**Signal wires by layer**

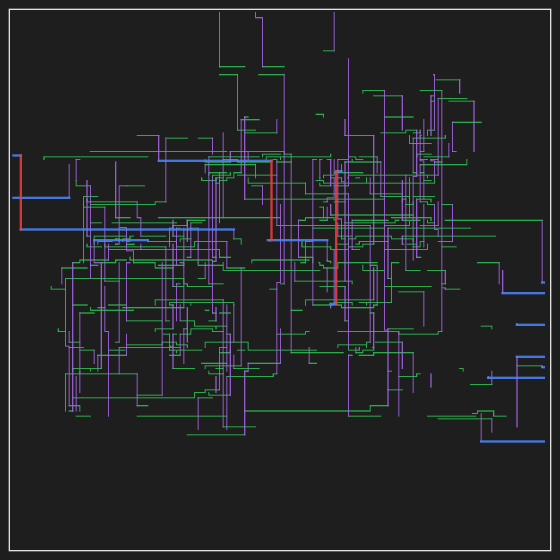
**Met1 routing**

Supply wires on this layer in gray.
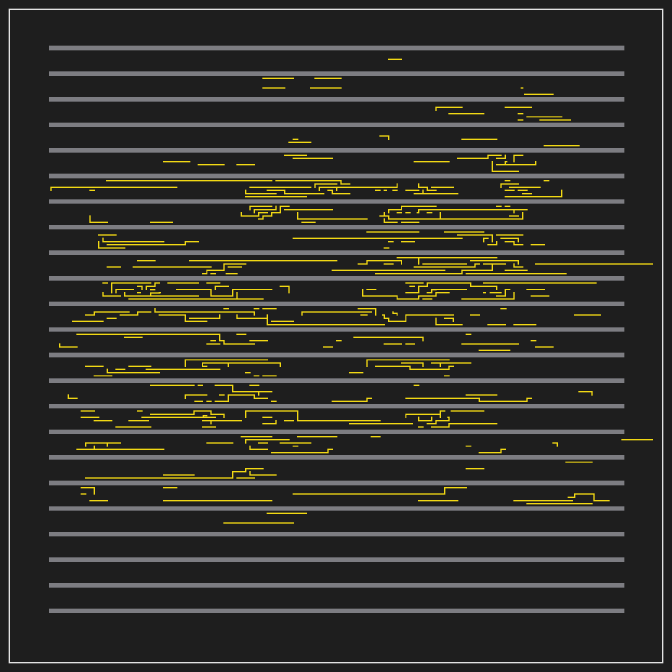
`src/rtl/sum_ctrl_unit.sv`:
```
// sum_ctrl_unit
// Control FSM for the accumulate datapath (sum of 0..limit-1). Sequences the
// counter and accumulator load strobes and the output tri-state buffer from
// the datapath comparator status, with a start/busy/done host handshake and
// an iteration watchdog that parks the unit in FAULT on runaway loops.
//
// Ports:
//   clk      in   system clock, rising edge
//   rst      in   asynchronous active-high reset
//   start    in   run request, honoured only in IDLE and FAULT
//   lt       in   datapath comparator (counter < limit), used only in CMP
//   MuxSel   out  counter mux select (0: load 0, 1: counter+1)
//   En       out  counter load enable
//   MuxSel_2 out  accumulator mux select (0: load 0, 1: acc+counter)
//   En_2     out  accumulator load enable
//   OutBuf   out  enables the datapath output driver
//   busy     out  high in INIT, CMP, SUM, INC, OUT
//   done     out  one-cycle completion pulse
//   timeout  out  high while in FAULT
module sum_ctrl_unit #(
  parameter int MAX_ITER = 255,
  parameter int OUT_HOLD = 4
) (
  input  logic clk,
  input  logic rst,
  input  logic start,
  input  logic lt,
  output logic MuxSel,
  output logic En,
  output logic MuxSel_2,
  output logic En_2,
  output logic OutBuf,
  output logic busy,
  output logic done,
  output logic timeout
);

  localparam int ITER_W = $clog2(MAX_ITER + 1);
  localparam int HOLD_W = $clog2(OUT_HOLD + 1);

  localparam logic [2:0] S_IDLE  = 3'd0;
  localparam logic [2:0] S_INIT  = 3'd1;
  localparam logic [2:0] S_CMP   = 3'd2;
  localparam logic [2:0] S_SUM   = 3'd3;
  localparam logic [2:0] S_INC   = 3'd4;
  localparam logic [2:0] S_OUT   = 3'd5;
  localparam logic [2:0] S_DONE  = 3'd6;
  localparam logic [2:0] S_FAULT = 3'd7;

  logic [2:0]        state_q, state_d;
  logic [ITER_W-1:0] iter_cnt_q, iter_cnt_d;
  logic [HOLD_W-1:0] hold_cnt_q, hold_cnt_d;

  // Outputs are flopped copies of the decode of the next state, so each
  // output changes on the same edge as the state it belongs to.
  logic mux_sel_q, mux_sel_d;
  logic en_q, en_d;
  logic mux_sel2_q, mux_sel2_d;
  logic en2_q, en2_d;
  logic out_buf_q, out_buf_d;
  logic busy_q, busy_d;
  logic done_q, done_d;
  logic timeout_q, timeout_d;

  // Next-state and counter update logic.
  always_comb begin
    state_d    = state_q;
    iter_cnt_d = iter_cnt_q;
    hold_cnt_d = hold_cnt_q;
    case (state_q)
      S_IDLE: begin
        if (start) state_d = S_INIT;
        else       state_d = S_IDLE;
      end
      S_INIT: begin
        iter_cnt_d = {ITER_W{1'b0}};
        hold_cnt_d = {HOLD_W{1'b0}};
        state_d    = S_CMP;
      end
      S_CMP: begin
        if (lt) begin
          state_d = S_SUM;
        end else begin
          state_d    = S_OUT;
          hold_cnt_d = {HOLD_W{1'b0}};
        end
      end
      S_SUM: begin
        state_d = S_INC;
      end
      S_INC: begin
        iter_cnt_d = iter_cnt_q + ITER_W'(1);
        // Watchdog: the pass that reaches MAX_ITER goes to FAULT, so the
        // iteration counter can never wrap.
        if (iter_cnt_q + ITER_W'(1) == ITER_W'(MAX_ITER)) state_d = S_FAULT;
        else                                              state_d = S_CMP;
      end
      S_OUT: begin
        if (hold_cnt_q == HOLD_W'(OUT_HOLD - 1)) begin
          state_d = S_DONE;
        end else begin
          hold_cnt_d = hold_cnt_q + HOLD_W'(1);
        end
      end
      S_DONE: begin
        state_d = S_IDLE;
      end
      S_FAULT: begin
        if (start) state_d = S_INIT;
        else       state_d = S_FAULT;
      end
      default: begin
        state_d = S_IDLE;
      end
    endcase
  end

  // Moore decode of the upcoming state into the output flop inputs.
  always_comb begin
    mux_sel_d  = 1'b0;
    en_d       = 1'b0;
    mux_sel2_d = 1'b0;
    en2_d      = 1'b0;
    out_buf_d  = 1'b0;
    busy_d     = 1'b0;
    done_d     = 1'b0;
    timeout_d  = 1'b0;
    case (state_d)
      S_INIT: begin
        en_d   = 1'b1;
        en2_d  = 1'b1;
        busy_d = 1'b1;
      end
      S_CMP: begin
        busy_d = 1'b1;
      end
      S_SUM: begin
        mux_sel2_d = 1'b1;
        en2_d      = 1'b1;
        busy_d     = 1'b1;
      end
      S_INC: begin
        mux_sel_d = 1'b1;
        en_d      = 1'b1;
        busy_d    = 1'b1;
      end
      S_OUT: begin
        out_buf_d = 1'b1;
        busy_d    = 1'b1;
      end
      S_DONE: begin
        done_d = 1'b1;
      end
      S_FAULT: begin
        timeout_d = 1'b1;
      end
      default: begin
        busy_d = 1'b0;
      end
    endcase
  end

  // State, counters and registered outputs.
  always_ff @(posedge clk or posedge rst) begin
    if (rst) begin
      state_q    <= S_IDLE;
      iter_cnt_q <= {ITER_W{1'b0}};
      hold_cnt_q <= {HOLD_W{1'b0}};
      mux_sel_q  <= 1'b0;
      en_q       <= 1'b0;
      mux_sel2_q <= 1'b0;
      en2_q      <= 1'b0;
      out_buf_q  <= 1'b0;
      busy_q     <= 1'b0;
      done_q     <= 1'b0;
      timeout_q  <= 1'b0;
    end else begin
      state_q    <= state_d;
      iter_cnt_q <= iter_cnt_d;
      hold_cnt_q <= hold_cnt_d;
      mux_sel_q  <= mux_sel_d;
      en_q       <= en_d;
      mux_sel2_q <= mux_sel2_d;
      en2_q      <= en2_d;
      out_buf_q  <= out_buf_d;
      busy_q     <= busy_d;
      done_q     <= done_d;
      timeout_q  <= timeout_d;
    end
  end

  assign MuxSel   = mux_sel_q;
  assign En       = en_q;
  assign MuxSel_2 = mux_sel2_q;
  assign En_2     = en2_q;
  assign OutBuf   = out_buf_q;
  assign busy     = busy_q;
  assign done     = done_q;
  assign timeout  = timeout_q;

endmodule
```
`config.mk`:
```
export PLATFORM = sky130hd
export DESIGN_NAME = sum_ctrl_unit
export DESIGN_NICKNAME = d
export VERILOG_FILES = /design/src/rtl/sum_ctrl_unit.sv
export SDC_FILE = /design/constraint.sdc
export NUM_CORES = 1
export LEC_CHECK = 0
export CAP_MARGIN = 5
export CORE_MARGIN = 4
export CORE_UTILIZATION = 32
export DETAILED_ROUTE_END_ITERATION = 10
export GPL_TIMING_DRIVEN = 0
export PLACE_DENSITY = 0.57
export SYNTH_ARGS = -nofsm -noshare
export SYNTH_HDL_FRONTEND = slang
export SYNTH_SLANG_ARGS = --single-unit
```
`constraint.sdc`:
```
create_clock -name clk -period 3 [get_ports clk]
set_input_delay 0.3 -clock clk [delete_from_list [all_inputs] [get_ports clk]]
set_output_delay 0.3 -clock clk [all_outputs]
set_load 0.05 [all_outputs]
```
==> impl_metrics.ini <==
; flow metrics
[die]
fp-row-count = 22
io_pins = 12
taps = 48
die_w_um = 69.3
initial_utilization = 0.329
die_h_um = 69.3

[final_layout]
largest_reg_flops = 8
inv_count = 5
syn2layout_area_growth_pct = 20.1
fin_util = 0.395
fillers = 347
buffer_area_frac = 0.112
layout-drive-gt1-share = 0.137
stdcell_count = 187
comb_area_um2 = 583
top_register = iter_cnt_q
fin_area_mm2 = 0.00145
seq_share = 0.381
nets = 148
largestClassByArea = combinational gates
antennaDiodeCount = 0
buffers = 18

[global_routing]
grt_max_degree = 23
grt_pass1_wl_um = 4140
grt_pass1_vias = 848
overflow = 0

[setup_path]
timing.rr.start = hold_cnt_q[0]
cp_common_cell = ha_1
rrSetupSlack_ns = 1.21
worstPathArrival_ns = 1.93
cp-start-kind = flop
critical_path_class = flop to flop
cp_max_fo = 7
slowest_delay_ns = 0.43
cp_top_family = adder cells
worstSetupPathDepth = 7
cp.required_ns = 3.15
setup.worst_path.end = busy

[final_timing]
tns_ns = 0
fin_worst_hold_slack_ns = 0.500
layout_min_cycle_time_ns = 1.79
setup_viol = 0
rsz0062_at_grt = false
finalClockSkew_ns = 0.00953
slew_violations = 0
worst_pin_slew_ns = 0.855
fin_crit_sh = 0.596

[yosys]
syn_inst = 124
ys_ff = 22
synth.avg_cell_area_um2 = 9.71
mux_area_frac = 0
synthDistinctLibCells = 41
synthXorXnorAreaFrac = 0.0509
ys_chip_area_mm2 = 0.00120
topCellsByArea = dfrtp_1 (46%), nand2_1 (5.3%), xor2_1 (4.4%)
edf_count = 0
simple_gate_share = 0.215
synth.cellmix.adderShare = 0.0416
async_reset_ff_frac = 1.00
synth_warnings = 0
synth_top_area_share = 0.457

[cts]
clk_latency_ns = 0.27
ctsHoldBuffers = 0
cts_tree = done
clkTransAtPathRegs_ns = 0.09
htreeDepth = 1
cts_setup_buffers = 0

[pwr]
leakage_nw = 0.643
swShare = 0.415
power_density_mw_per_mm2 = 995
p_sw_mw = 0.597

[route]
vias_per_cell = 4.68
met1_length_um = 1060
maxUsedRoutingLayer = met4
wl_met2_um = 1060
wl_met3_um = 93

[hold_path]
hold_path_class = input port to asynchronous set/reset pin

[flow_run]
cap_violations = 0

[placement]
place_area_mm2 = 0.00137
gp_congestion = 0.746

[status]
outcome = complete, no violations
About 'signal wires by layer':
| color | layer | wire length |
|---|---|---|
| green | met1 | 1060 um |
| red | met4 | 36.7 um |
| purple | met2 | 1060 um |
| blue | met3 | 93.4 um |
DR WL/cell: 12.0 um
gr usage total: 0.106
vias: 875

About 'met1 routing':
nets with wire on the layer: 134
wire length on this layer: 1060 um
longest straight run: 17.9 um
share of all routed wire: 47%
main direction: horizontal
M1 GR Usage: 0.136
final wirelength: 2250 um

==> power by group through the flow <==
stage          registers, mW  clock network (mW)  logic (mW)
2_1_floorplan          0.553                   0       0.437
3_3_place_gp           0.435                   0       0.714
3_5_place_dp           0.440                   0       0.724
4_1_cts                0.435               0.290       0.729
5_1_grt                0.448               0.303       0.794
6_report               0.434               0.280       0.724
==> cell usage after synthesis, drive strengths merged (2+ instances only) <==
master and count:
a211oi 2, a21oi 4, and2b 2, and3 3
buf 6, dfrtp 22, ha 4, inv 5
nand2 17, nand2b 4, nand3 7, nor2 11
nor2b 2, nor3 2, o21ai 11, o31ai 2
xor2 6
==> layer usage <==
layer	GRT usage	vias up
met5	0	-
met4	0.0325	0
met3	0.0362	6
met2	0.168	17
met1	0.136	402
li1	-	450
No activity file was given, so power comes from the tool's default toggle rates.
